### src/rtl/mau_pkg.sv
// -----------------------------------------------------------------------------
// mau_pkg
// Shared types and constants for the Matrix Acceleration Unit datapath:
// the FP16 storage format, its exponent limits, and the bit positions of the
// result status flags produced by the output packer.
// -----------------------------------------------------------------------------
package mau_pkg;

    // IEEE-754 binary16 exponent bias and the all-ones (Inf/NaN) exponent code.
    localparam int FP16_BIAS    = 15;
    localparam int FP16_EXP_MAX = 31;

    // The multiplier lane delivers mantissas scaled by 2^-18, i.e. the value of
    // a beat is in_mant * 2^(in_exp - FP16_BIAS - MANT_SCALE).
    localparam int MANT_SCALE = 18;

    // Bit positions within the 3-bit status flag vector.
    localparam int FLAG_INEXACT   = 0;
    localparam int FLAG_UNDERFLOW = 1;
    localparam int FLAG_OVERFLOW  = 2;

    typedef struct packed {
        logic       sign;
        logic [4:0] exp;
        logic [9:0] frac;
    } fp16_t;

endpackage

### src/rtl/mau_lzc.sv
// -----------------------------------------------------------------------------
// mau_lzc
// Combinational leading-zero counter.
//   mant_i  [M_WIDTH-1:0]        value to scan, MSB first
//   count_o [$clog2(M_WIDTH+1)]  number of zeros above the leading one;
//                                M_WIDTH when mant_i is all zeros
// -----------------------------------------------------------------------------
module mau_lzc #(
    parameter int M_WIDTH = 20,
    parameter int LZ_W    = $clog2(M_WIDTH + 1)
) (
    input  logic [M_WIDTH-1:0] mant_i,
    output logic [LZ_W-1:0]    count_o
);

    always_comb begin
        // NOTE: count_o gets its all-zero value before the loop so every path
        // assigns it; without this default the loop would infer a latch.
        count_o = LZ_W'(M_WIDTH);
        // Scanning upward lets the highest set bit make the final assignment.
        for (int i = 0; i < M_WIDTH; i++) begin
            if (mant_i[i]) begin
                count_o = LZ_W'(M_WIDTH - 1 - i);
            end
        end
    end

endmodule

### src/rtl/mau_result_packer.sv
// -----------------------------------------------------------------------------
// mau_result_packer
// Normalizes, rounds (round-to-nearest-even) and packs the extended-precision
// multiplier lane output into FP16. Two-stage valid/ready pipeline with full
// backpressure; overflow saturates to infinity, underflow flushes to zero.
//   clk, reset             single clock, synchronous active-high reset
//   in_valid / in_ready    input handshake (in_ready is 0 during reset)
//   in_sign, in_exp,       sign, biased exponent and unnormalized mantissa;
//   in_mant                value = (-1)^sign * in_mant * 2^(in_exp - 15 - 18)
//   out_valid / out_ready  output handshake
//   out_result             FP16 {sign, exp[4:0], frac[9:0]}
//   out_flags              [0] inexact, [1] underflow, [2] overflow
// -----------------------------------------------------------------------------
module mau_result_packer
    import mau_pkg::*;
#(
    parameter int M_WIDTH = 20,
    parameter int E_WIDTH = 5,
    parameter int F_WIDTH = 10
) (
    input  logic               clk,
    input  logic               reset,
    input  logic               in_valid,
    output logic               in_ready,
    input  logic               in_sign,
    input  logic [E_WIDTH-1:0] in_exp,
    input  logic [M_WIDTH-1:0] in_mant,
    output logic               out_valid,
    input  logic               out_ready,
    output logic [15:0]        out_result,
    output logic [2:0]         out_flags
);

    localparam int LZ_W = $clog2(M_WIDTH + 1);
    localparam int EI_W = E_WIDTH + 2;  // signed working exponent width

    // After normalization the leading one sits at bit M_WIDTH-1, so the output
    // exponent is in_exp - lz + ((M_WIDTH-1) - MANT_SCALE). Input and output
    // share FP16_BIAS, so the bias cancels.
    localparam logic signed [EI_W-1:0] EXP_OFFSET =
        EI_W'((M_WIDTH - 1) - MANT_SCALE - FP16_BIAS + FP16_BIAS);
    localparam logic signed [EI_W-1:0] EXP_MAX_S  = EI_W'(FP16_EXP_MAX);
    localparam logic signed [EI_W-1:0] EXP_ZERO_S = '0;

    // ---------------------------------------------------------------- stage 1
    logic [LZ_W-1:0]    lz;
    logic               s1_valid_q;
    logic               s1_sign_q;
    logic [E_WIDTH-1:0] s1_exp_q;
    logic [M_WIDTH-1:0] s1_mant_q;
    logic [LZ_W-1:0]    s1_lz_q;

    logic               out_valid_q;
    logic [15:0]        out_result_q;
    logic [2:0]         out_flags_q;

    logic               out_adv;
    logic               in_fire;

    mau_lzc #(.M_WIDTH(M_WIDTH), .LZ_W(LZ_W)) u_lzc (
        .mant_i  (in_mant),
        .count_o (lz)
    );

    // A stage may load when it is empty or its content leaves this cycle.
    assign out_adv  = !out_valid_q || out_ready;
    assign in_ready = !reset && (!s1_valid_q || out_adv);
    assign in_fire  = in_valid && in_ready;

    // NOTE: payload registers carry no reset; the valid bits alone qualify
    // them, which keeps reset fan-out off the wide data path.
    always_ff @(posedge clk) begin
        if (in_fire) begin
            s1_sign_q <= in_sign;
            s1_exp_q  <= in_exp;
            s1_mant_q <= in_mant;
            s1_lz_q   <= lz;
        end
    end

    // ---------------------------------------------------------------- stage 2
    logic [M_WIDTH-1:0]     norm_mant;
    logic [F_WIDTH-1:0]     frac;
    logic                   guard;
    logic                   sticky;
    logic                   lsb;
    logic                   round_up;
    logic [F_WIDTH:0]       frac_sum;
    logic signed [EI_W-1:0] e_norm;
    logic signed [EI_W-1:0] e_rnd;
    fp16_t                  result_d;
    logic [2:0]             flags_d;

    assign norm_mant = s1_mant_q << s1_lz_q;
    assign frac      = norm_mant[M_WIDTH-2 -: F_WIDTH];
    assign guard     = norm_mant[M_WIDTH-2-F_WIDTH];
    assign sticky    = |norm_mant[M_WIDTH-3-F_WIDTH:0];
    assign lsb       = norm_mant[M_WIDTH-1-F_WIDTH];
    assign round_up  = guard && (sticky || lsb);
    assign frac_sum  = {1'b0, frac} + (F_WIDTH + 1)'(round_up);

    // A fraction carry-out leaves the low bits of frac_sum at zero, so only the
    // exponent needs the bump.
    assign e_norm = $signed(EI_W'(s1_exp_q)) + EXP_OFFSET - $signed(EI_W'(s1_lz_q));
    assign e_rnd  = e_norm + $signed(EI_W'(frac_sum[F_WIDTH]));

    always_comb begin
        result_d      = '0;
        result_d.sign = s1_sign_q;
        flags_d       = '0;
        // A zero mantissa is the only case whose MSB stays clear after the shift.
        if (!norm_mant[M_WIDTH-1]) begin
            flags_d = '0;
        end else if (e_rnd >= EXP_MAX_S) begin
            result_d.exp                = '1;
            flags_d[FLAG_OVERFLOW]      = 1'b1;
            flags_d[FLAG_INEXACT]       = 1'b1;
        end else if (e_rnd <= EXP_ZERO_S) begin
            flags_d[FLAG_UNDERFLOW]     = 1'b1;
            flags_d[FLAG_INEXACT]       = 1'b1;
        end else begin
            result_d.exp                = e_rnd[E_WIDTH-1:0];
            result_d.frac               = frac_sum[F_WIDTH-1:0];
            flags_d[FLAG_INEXACT]       = guard || sticky;
        end
    end

    // ------------------------------------------------------- valid/out state
    // NOTE: sequential state uses non-blocking assignments so every register
    // samples the pre-edge values regardless of statement order.
    always_ff @(posedge clk) begin
        if (reset) begin
            s1_valid_q   <= 1'b0;
            out_valid_q  <= 1'b0;
            out_result_q <= '0;
            out_flags_q  <= '0;
        end else begin
            if (in_ready) begin
                s1_valid_q <= in_valid;
            end
            if (out_adv) begin
                out_valid_q <= s1_valid_q;
                if (s1_valid_q) begin
                    out_result_q <= result_d;
                    out_flags_q  <= flags_d;
                end
            end
        end
    end

    assign out_valid  = out_valid_q;
    assign out_result = out_result_q;
    assign out_flags  = out_flags_q;

endmodule

### config.mk
export PLATFORM = sky130hd
export DESIGN_NAME = mau_result_packer
export DESIGN_NICKNAME = d
export VERILOG_FILES = /design/src/rtl/mau_pkg.sv /design/src/rtl/mau_lzc.sv /design/src/rtl/mau_result_packer.sv
export SDC_FILE = /design/constraint.sdc
export NUM_CORES = 1
export LEC_CHECK = 0
export CAP_MARGIN = 5
export CORE_ASPECT_RATIO = 0.7
export CORE_MARGIN = 2
export CORE_UTILIZATION = 35
export CTS_BUF_LIST = sky130_fd_sc_hd__clkbuf_4
export CTS_CLUSTER_DIAMETER = 150
export DETAILED_ROUTE_END_ITERATION = 7
export PLACE_DENSITY = 0.55
export RECOVER_POWER = 100
export SLEW_MARGIN = 10
export SYNTH_ARGS = -nofsm -noshare
export SYNTH_HDL_FRONTEND = slang
export SYNTH_SLANG_ARGS = --single-unit
### constraint.sdc
create_clock -name clk -period 4.9 [get_ports clk]
set_input_delay 0.49 -clock clk [delete_from_list [all_inputs] [get_ports clk]]
set_output_delay 0.49 -clock clk [all_outputs]
set_load 0.01 [all_outputs]
==> run notes <==
The flow reports an fmax of 204 MHz. The final layout net count is 466. For this run, the register share of the synthesized area comes to 38.8%. The pre-antenna-repair detailed-routing pass consisted of 4 iterations. Switching power as a fraction of the total was reported as 29.0%. For the power dissipated by switching net loads, the log shows 0.269 mW. The fraction of final cell area spent on clock buffers and inverters in this run is 1.28%. Once layout is complete, the utilization of the core stands at 46.6%. The layout has 6 clock buffers. Per the detail_route report, routed wire per instance is 15.6 um. TritonCTS built the clock tree. The tools report the number of setup violations in the final report as 1.

Once placement completed, the tool counted placed cells totaling 536. Setup total negative slack on the finished layout was measured at -0.00209 ns. The number of cells reported by Yosys stat comes to 344. Setup repair after global routing could not meet its margin everywhere. The floorplan step defined a core boundary enclosing 9680 um2.

The slowest stage of the critical path is the edfxtp_1 cell. The floorplan step set the die width to 123 um. Fill cells in the final layout number 897. The run gives 51 as the number of ports placed on the die boundary. The largest register by flop count is s1_mant_q. Counting I/O delays and the setup requirement, the final critical path takes 4.90 ns. Prior to clock tree synthesis, the placed netlist has a worst setup slack of -0.0445 ns. The tools report the arrival time of the worst setup path as 5.16 ns. The via count of the first global-routing pass is 2733. Most frequent logic cell in the layout: nor2_1. In this run the worst path has a maximum fanout of 12. When the netlist entered floorplanning its net count stood at 386.

The worst setup path is launched from a flop. The run gives 1.71 nW for the static power due to leakage. Overall routing resource usage recorded by global route was 16.6%. The count of nets left with antenna violations once routing finished came out at 0.

The tools report the number of buffers added to fix hold violations after cts as 0. The synthesis report gives the async set-or-reset register share as 0%. The report lists the cells along the critical path as buf_4 -> clkbuf_16 -> mux4_1 -> a22o_1 -> a311o_1 -> and2_1 -> nand4_1 -> or4_4 -> or3_4 -> fa_1 -> inv_1 -> ha_2 -> fa_2 -> nor2_1 -> nand3_1 -> o31ai_2 -> and3_4 -> nor3b_4 -> buf_4 -> buf_6 -> a22oi_1 -> nor2_1. The congestion estimate from routability-driven global placement came to 0.884.

The total number of sequential cells is 52, and the power per unit of standard cell area is 205 nW/um2. Count of distinct cell types in the synthesized netlist: 53. The final reports fail on negative setup slack. The part of the total power dissipated in the clock network is 22.1%. STA classifies the critical path endpoint as a flop. A synthesized cell averages 10.1 um2. The run gives 10800 um2 as the die area.

Headroom to the max-slew limit came out at 53.0%. With the reported sequential group power at 0.493 mW, the largest net degree at the start of global routing is 32. The OpenROAD warning count works out to 28. The dominant power group in this design is sequential cells. For reference, the clock transition at the flip-flops on the worst setup and hold paths is 0.15 ns.

The layout-stage area growth over the synthesis result is 29.4%. CTS placed an instance of clkbuf_4 at the clock tree root. At the worst endpoint, the required time is 5.16 ns.

The post-synth count of flops with an enable pin is 31. Of the total power, combinational logic draws 24.7%. The logs give 0 for the yosys warning tally and 53.2% for the share of total power in sequential cells. The share of synthesized area in the top cell type comes to 26.7%. The mapped netlist covers 3490 um2. Number of port buffers: 50.

The synthesis report names the predominant flop master as edfxtp_1. The longest incremental delay of any stage on the critical path is reported as 0.46 ns. The run gives -0.00209 ns for the final worst setup slack. After technology mapping, the gate count stands at 344.

In the final layout, excluding clock inverters the inverter count is 15. The buffer share of cell area is 18.5%, and the pin slew with the least headroom to its limit is 0.687 ns. Clock latency at the later pin of the worst-skew pair: 0.39 ns. The tools report the depth of the CTS H-tree as 2. The fraction of the core area occupied by cells at floorplan was 36.0%; the total of max-cap violations was 0. The internal power of the cells totals 0.657 mW. The run gives 128 for the tap cell count. The sequential cell area in the final layout was 1350 um2; the count of buffers not belonging to the clock network in the layout was 90. Initial antenna violation count: 0. 260 cells are multi-input combinational gates. The finished cells cover 4510 um2.

Setup slack on the worst reg-to-reg path comes out at -0.002 ns. The worst-case IR drop observed on VDD is 91.9 uV. For reference, the most critical setup path is categorized as flop to flop.

The flow ran to the end, but the final reports show violations. With the number of DRC violations after detailed-routing iteration 0 at 169, the final number of hold-violating endpoints is 0. In this run the core area contains 30 standard-cell rows. The script parses the final routing iteration and logs DRC violations as 0. The tightest hold path in the finished design has a slack of 0.462 ns. The run gives 0 as the final-report max-slew violation count. The design draws 0.926 mW. Per the OpenROAD floorplan log, the height of the die is 87.5 um.

The vias per cell works out to 5.39.
## per-layer routing
layer  vias up  global-route usage [%]  part of all wire [%]
met1      1411                    25.2                    51
met5         -                       0                     0
li1       1445                       -                     -
met4         0                    4.44                   1.7
met2       114                    23.5                    41
met3        13                    4.19                   6.7
## repair_timing
item                                   CTS  global route
cloned                                   0             1
gates resized                            3            14
setup endpoints to repair                3            14
pin swaps                                1             8
buffers inserted                         1             7
endpoints found under the hold margin    0             0
## kinds of logic after synthesis
family                     Yosys count  share of synthesized area [%]
AOI/OAI and AO/OA                   79                           14.7
xor gates and xnor gates             9                           2.26
adders and majority gates           12                           4.95
buffers and inverters               32                           4.23
DFF                                 52                           38.8
muxes                               36                           17.7
and+or+nand+nor                    124                           17.5
## synthesized netlist by cell type, drive strengths merged, types with 2 or more instances
master and number:
nor3 9, a21boi 2, a22o 2, and2 3, o22ai 2, dfxtp 21
nand2b 5, xor2 2, o21bai 4, nor4 6, nand2 28, buf 10
a31oi 2, a21o 2, o31ai 6, nor2b 9, mux2i 16, nand3 8
a21oi 28, mux2 4, nand4 2, nand3b 4, fa 3, edfxtp 31
clkbuf 7, mux4 16, xnor2 7, o21ai 12, and3 4, a22oi 10
a211oi 2, inv 15, or2 2, nor2 39, ha 9
## path summary, 6_finish.rpt
path                      start  cells after the start             to
hold / removal    out_result[6]                      2  out_result[6]
setup / recovery     s1_lz_q[0]                     22  out_result[3]
hold reg to reg   out_result[6]                      2  out_result[6]
setup reg to reg     s1_lz_q[0]                     22  out_result[3]
## critical path: cells and delay by family (launching register included)
| kind | cells | cell delay [ns] |
|---|---|---|
| compound gates | 4 | 0.66 |
| mux | 1 | 0.35 |
| flops | 1 | 0.46 |
| buf+inv | 5 | 0.65 |
| simple gates | 9 | 1.64 |
| fa+ha+maj | 3 | 0.99 |
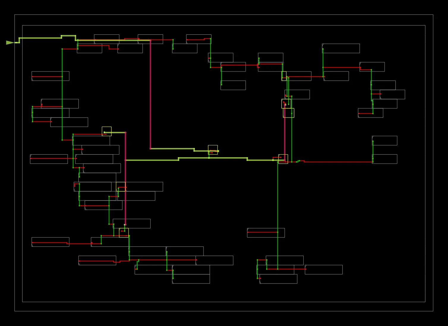
Fig. 1. Clock nets.
clock sink count: 52
post-route clock skew: 0.0119 ns
Clock group: 0.204 mW
number of buffers created by CTS: 5

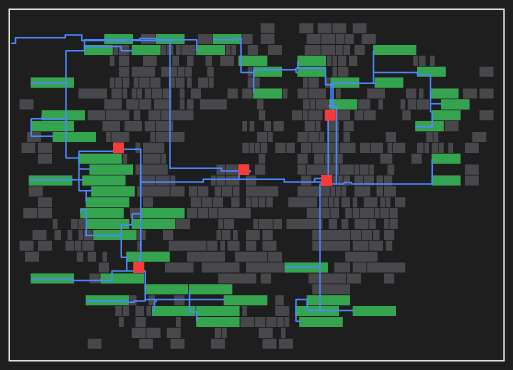
Fig. 2. Clock wires, drivers and flops.
(4 px per um)
[cells driving clock nets] red | count: 5
[flip-flops] green | count: 52
[clock wires] blue | length: 725 um
routed clock nets: 6
flops lie: all over the die

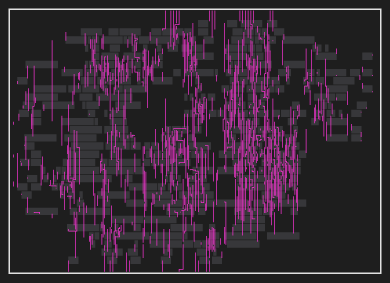
Fig. 3. Signal wires on met2.
(3 px per um)
longest straight run: 31.6 um
share of all routed wire: 41%
nets with wire on the layer: 390
wire length on this layer: 3490 um
main direction: vertical
total vias in the final route: 2983
GR Util met2: 23.5%

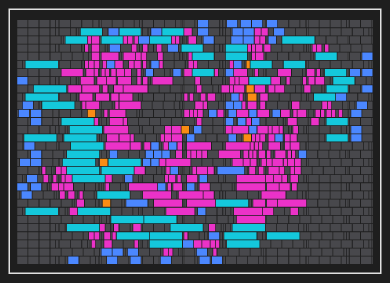
Fig. 4. Cells colored by class.
(3 px per um) Fill, decap, tap and diode cells in gray.
[clock drivers and dummy loads] orange | cells: 8
[flip-flops] cyan | cells: 52
[other buffers and delay cells] blue | cells: 90
[all other logic] magenta | cells: 275

Power and IR drop assume default switching activity.
